Figure 1. Routing congestion map.
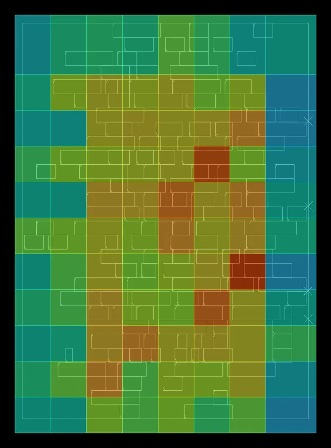
Figure 2. Signal wires on met2.
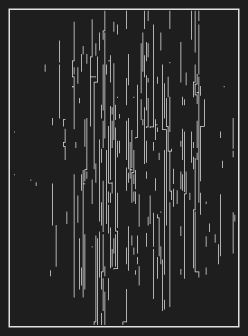
Figure 3. M1 wires.
Bar = 20 um.
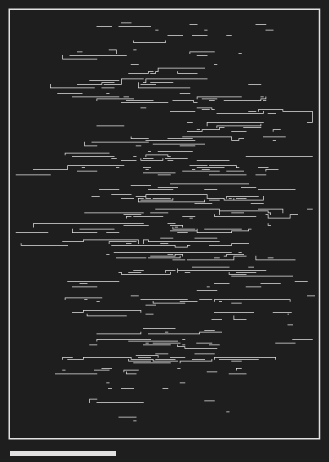
$ cat src/rtl/concat_packer.sv
// Packs a stream of WD-bit words into RATIO-word output words behind a one-entry output register.
// A group closes on its RATIO-th word or on in_last; unfilled slots carry PAD.
module concat_packer #(
  parameter int unsigned          WD        = 4,
  parameter int unsigned          RATIO     = 3,
  parameter bit                   MSB_FIRST = 1'b1,
  parameter logic [WD-1:0]        PAD       = '0,
  parameter int unsigned          CW        = $clog2(RATIO + 1)
) (
  input  logic                clk,
  input  logic                rst,
  input  logic                in_valid,
  output logic                in_ready,
  input  logic [WD-1:0]       in_data,
  input  logic                in_last,
  output logic                out_valid,
  input  logic                out_ready,
  output logic [WD*RATIO-1:0] out_data,
  output logic [CW-1:0]       out_count,
  output logic                out_last
);

  localparam logic [WD*RATIO-1:0] ACC_INIT = {RATIO{PAD}};
  localparam logic [CW-1:0]       CNT_LAST = CW'(RATIO - 1);

  logic [CW-1:0]       cnt;
  logic [WD*RATIO-1:0] acc;
  logic [WD*RATIO-1:0] merged;
  logic                accept;
  logic                close;

  assign in_ready = !out_valid || out_ready;
  assign accept   = in_valid && in_ready;
  assign close    = accept && (in_last || (cnt == CNT_LAST));

  // accumulator with the incoming word dropped into the slot selected by cnt
  always_comb begin
    merged = acc;
    for (int k = 0; k < int'(RATIO); k++) begin
      if (cnt == CW'(k)) begin
        if (MSB_FIRST)
          merged[WD*(int'(RATIO)-1-k) +: WD] = in_data;
        else
          merged[WD*k +: WD] = in_data;
      end
    end
  end

  always_ff @(posedge clk or posedge rst) begin
    if (rst) begin
      cnt       <= '0;
      acc       <= ACC_INIT;
      out_valid <= 1'b0;
      out_data  <= '0;
      out_count <= '0;
      out_last  <= 1'b0;
    end else begin
      if (out_valid && out_ready)
        out_valid <= 1'b0;
      if (accept) begin
        if (close) begin
          out_data  <= merged;
          out_count <= cnt + CW'(1);
          out_last  <= in_last;
          out_valid <= 1'b1;
          cnt       <= '0;
          acc       <= ACC_INIT;
        end else begin
          acc <= merged;
          cnt <= cnt + CW'(1);
        end
      end
    end
  end

endmodule
$ cat config.mk
export PLATFORM = sky130hd
export DESIGN_NAME = concat_packer
export DESIGN_NICKNAME = d
export VERILOG_FILES = /design/src/rtl/concat_packer.sv
export SDC_FILE = /design/constraint.sdc
export NUM_CORES = 1
export LEC_CHECK = 0
export CAP_MARGIN = 20
export CELL_PAD_IN_SITES_DETAIL_PLACEMENT = 1
export CELL_PAD_IN_SITES_GLOBAL_PLACEMENT = 2
export CORE_ASPECT_RATIO = 1.4
export CORE_UTILIZATION = 32
export DETAILED_ROUTE_END_ITERATION = 10
export GPL_TIMING_DRIVEN = 0
export PLACE_DENSITY = 0.81
export SLEW_MARGIN = 20
export SYNTH_ARGS = -nofsm -noshare
export SYNTH_HDL_FRONTEND = slang
export SYNTH_SLANG_ARGS = --single-unit
export TNS_END_PERCENT = 100
$ cat constraint.sdc
create_clock -name clk -period 1.62 [get_ports clk]
set_input_delay 0.243 -clock clk [delete_from_list [all_inputs] [get_ports clk]]
set_output_delay 0.243 -clock clk [all_outputs]
set_load 0.01 [all_outputs]
==> run_results.csv <==
group,metric,value,unit
outcome,run_status,"complete, but fails checks",
outcome,violations,"design-rule violations",
clock_tree,worstSkewPairLatency,280,ps
layout,final-comb-area,644,sq um
setup_path,crit_required,1790,ps
yosys,synth_seq_share,53.4,%
setup_path,crit_path_start_kind,"register",
layout,regArea,751,sq um
worst_hold_path,hold_path.class,"in2async",
die,core,4200,sq um
yosys,ys_area,1410,sq um
final_timing,max_freq,637,MHz
pwr,p_total,0.00297,W
pwr,power.internal,0.00211,W
pwr,ir_worst_vdd,0.000499,V
placed_design,dp_hpwl,2.04,mm
yosys,fp_nets,104,
pwr,switching_share,28.8,%
pwr,p_seq_share,36.5,%
die,row_count,28,
global_routing,grt_first_pass_wirelength,4.93,mm
route,firstDrtPassIters,7,
layout,area_growth,39.1,%
die,die_x,58.0,um
global_routing,grt_pass1_vias,977,
clock_tree,cts_tree,"done",
clock_tree,path_clk_slew,60,ps
global_routing,grt-ovfl-total,0,
route,drc,4,
clock_tree,cts.sinks,30,
yosys,syn_avg_cell_area,15.3,sq um
clock_tree,root_buffer,"clkbuf_8",
flow_run,cap_violations,0,
setup_path,crit_type,"reg2reg",
route,viasPerCell,5.01,
placed_design,place_ws,-162,ps
setup_path,endpoint_kind,"register",
layout,antenna_cells,0,
-- Figure 1 (at the start) --
met3 Track Usage GR: 3.86%
GR Util met2: 23.9%
DR WL/cell: 16.8 um
GRT Total Usage: 14.4%
GRT met1 Usage: 17.1%

-- Figure 2 (at the start) --
The wires run mostly vertical. The longest straight run is 32.3 um.
DR vias: 901
Routed WL: 3.03 mm

-- Figure 3 (at the start) --
The wires run mostly horizontal. The longest straight run is 22.1 um. The layer carries 1310 um of wire.

-- metrics by stage --
stage | setup TNS, ps | area, sq um | utilization (%)
global placement | -1910 | 1710 | 40.7
global route | -78.6 | 1960 | 46.5
detailed placement | -2200 | 1730 | 41.1
finish | 0 | 1960 | 46.5
floorplan | 0 | 1410 | -
CTS | -3.62 | 1850 | 44.0
-- flip-flops by register name, summed over array words and instances, names as in the netlist --
register / count
out_count: 2
acc: 12
out_last: 1
out_valid: 1
cnt: 2
out_data: 12
-- worst max-delay path, cell delays in order (launching register included) --
cell	delay, ps
dfrtp_1	390
inv_2	90
ha_4	130
buf_6	110
nor2_4	30
nand3b_4	210
clkbuf_16	200
mux2_4	290
-- how the worst max path moves through the flow --
stage,start,to,slack (ps),cells past startpoint
after floorplan,cnt[0],out_count[1],20,7
after global placement,out_ready,in_ready,-140,4
after detailed placement,out_ready,in_ready,-160,4
after CTS,cnt[0],out_data[6],-2,7
after global routing,cnt[0],out_data[7],-20,7
final,cnt[0],out_data[8],50,7
-- Yosys cell counts, drive strengths merged --
library cell   n  area share, %
ha             3            2.7
nor2           1           0.80
dfrtp         30             53
and4           2            1.2
nand2b         1           0.45
nand4          2           0.89
buf            4            2.7
mux2          26             25
and2           5            2.2
o311ai         2            2.3
o21ai          2           0.71
nand2          1           0.27
inv            3           0.80
nand3b         1            1.4
a22o           9            5.6
-- layer usage --
layer | vias up | GRT usage, % | wire length (um)
met5 | - | 0 | 0
met4 | 0 | 6.43 | 57
met3 | 6 | 3.86 | 109
met2 | 20 | 23.9 | 1550
met1 | 454 | 17.1 | 1310
li1 | 421 | - | -
-- cell families (layout without fill, tap and decap cells) --
logic type                 Yosys count  in the layout  synth area share [%]
AOI/OAI and AO/OA                   13             13                  8.63
muxes                               26             26                  24.6
and+or+nand+nor                     13             13                  7.30
DFF                                 30             30                  53.4
buffers and inverters                7             50                  3.47
adders and majority gates            3              3                  2.67
-- layout make-up --
cell class	count	area share, %
Inverter	3	0.575
Clock inverter	1	0.256
Sequential cell	30	38.4
Timing Repair Buffer	35	17.8
Tap cell	45	2.88
Buffer	4	2.75
Clock buffer	7	4.41
Multi-Input combinational cell	55	32.9
-- power groups by stage --
stage               Clock (W)  Combinational [W]  Sequential, W
global route         0.000677            0.00135        0.00111
global placement            0            0.00108        0.00108
detailed placement          0            0.00110        0.00110
finish               0.000618            0.00127        0.00108
CTS                  0.000645            0.00115        0.00109
floorplan                   0           0.000594        0.00114
-- what timing repair did --
item	CTS	global route
cloned	0	1
endpoints found under the setup margin	15	22
pin swaps	1	1
resized	7	5
buffers inserted	2	6
Power and IR drop assume default switching activity.
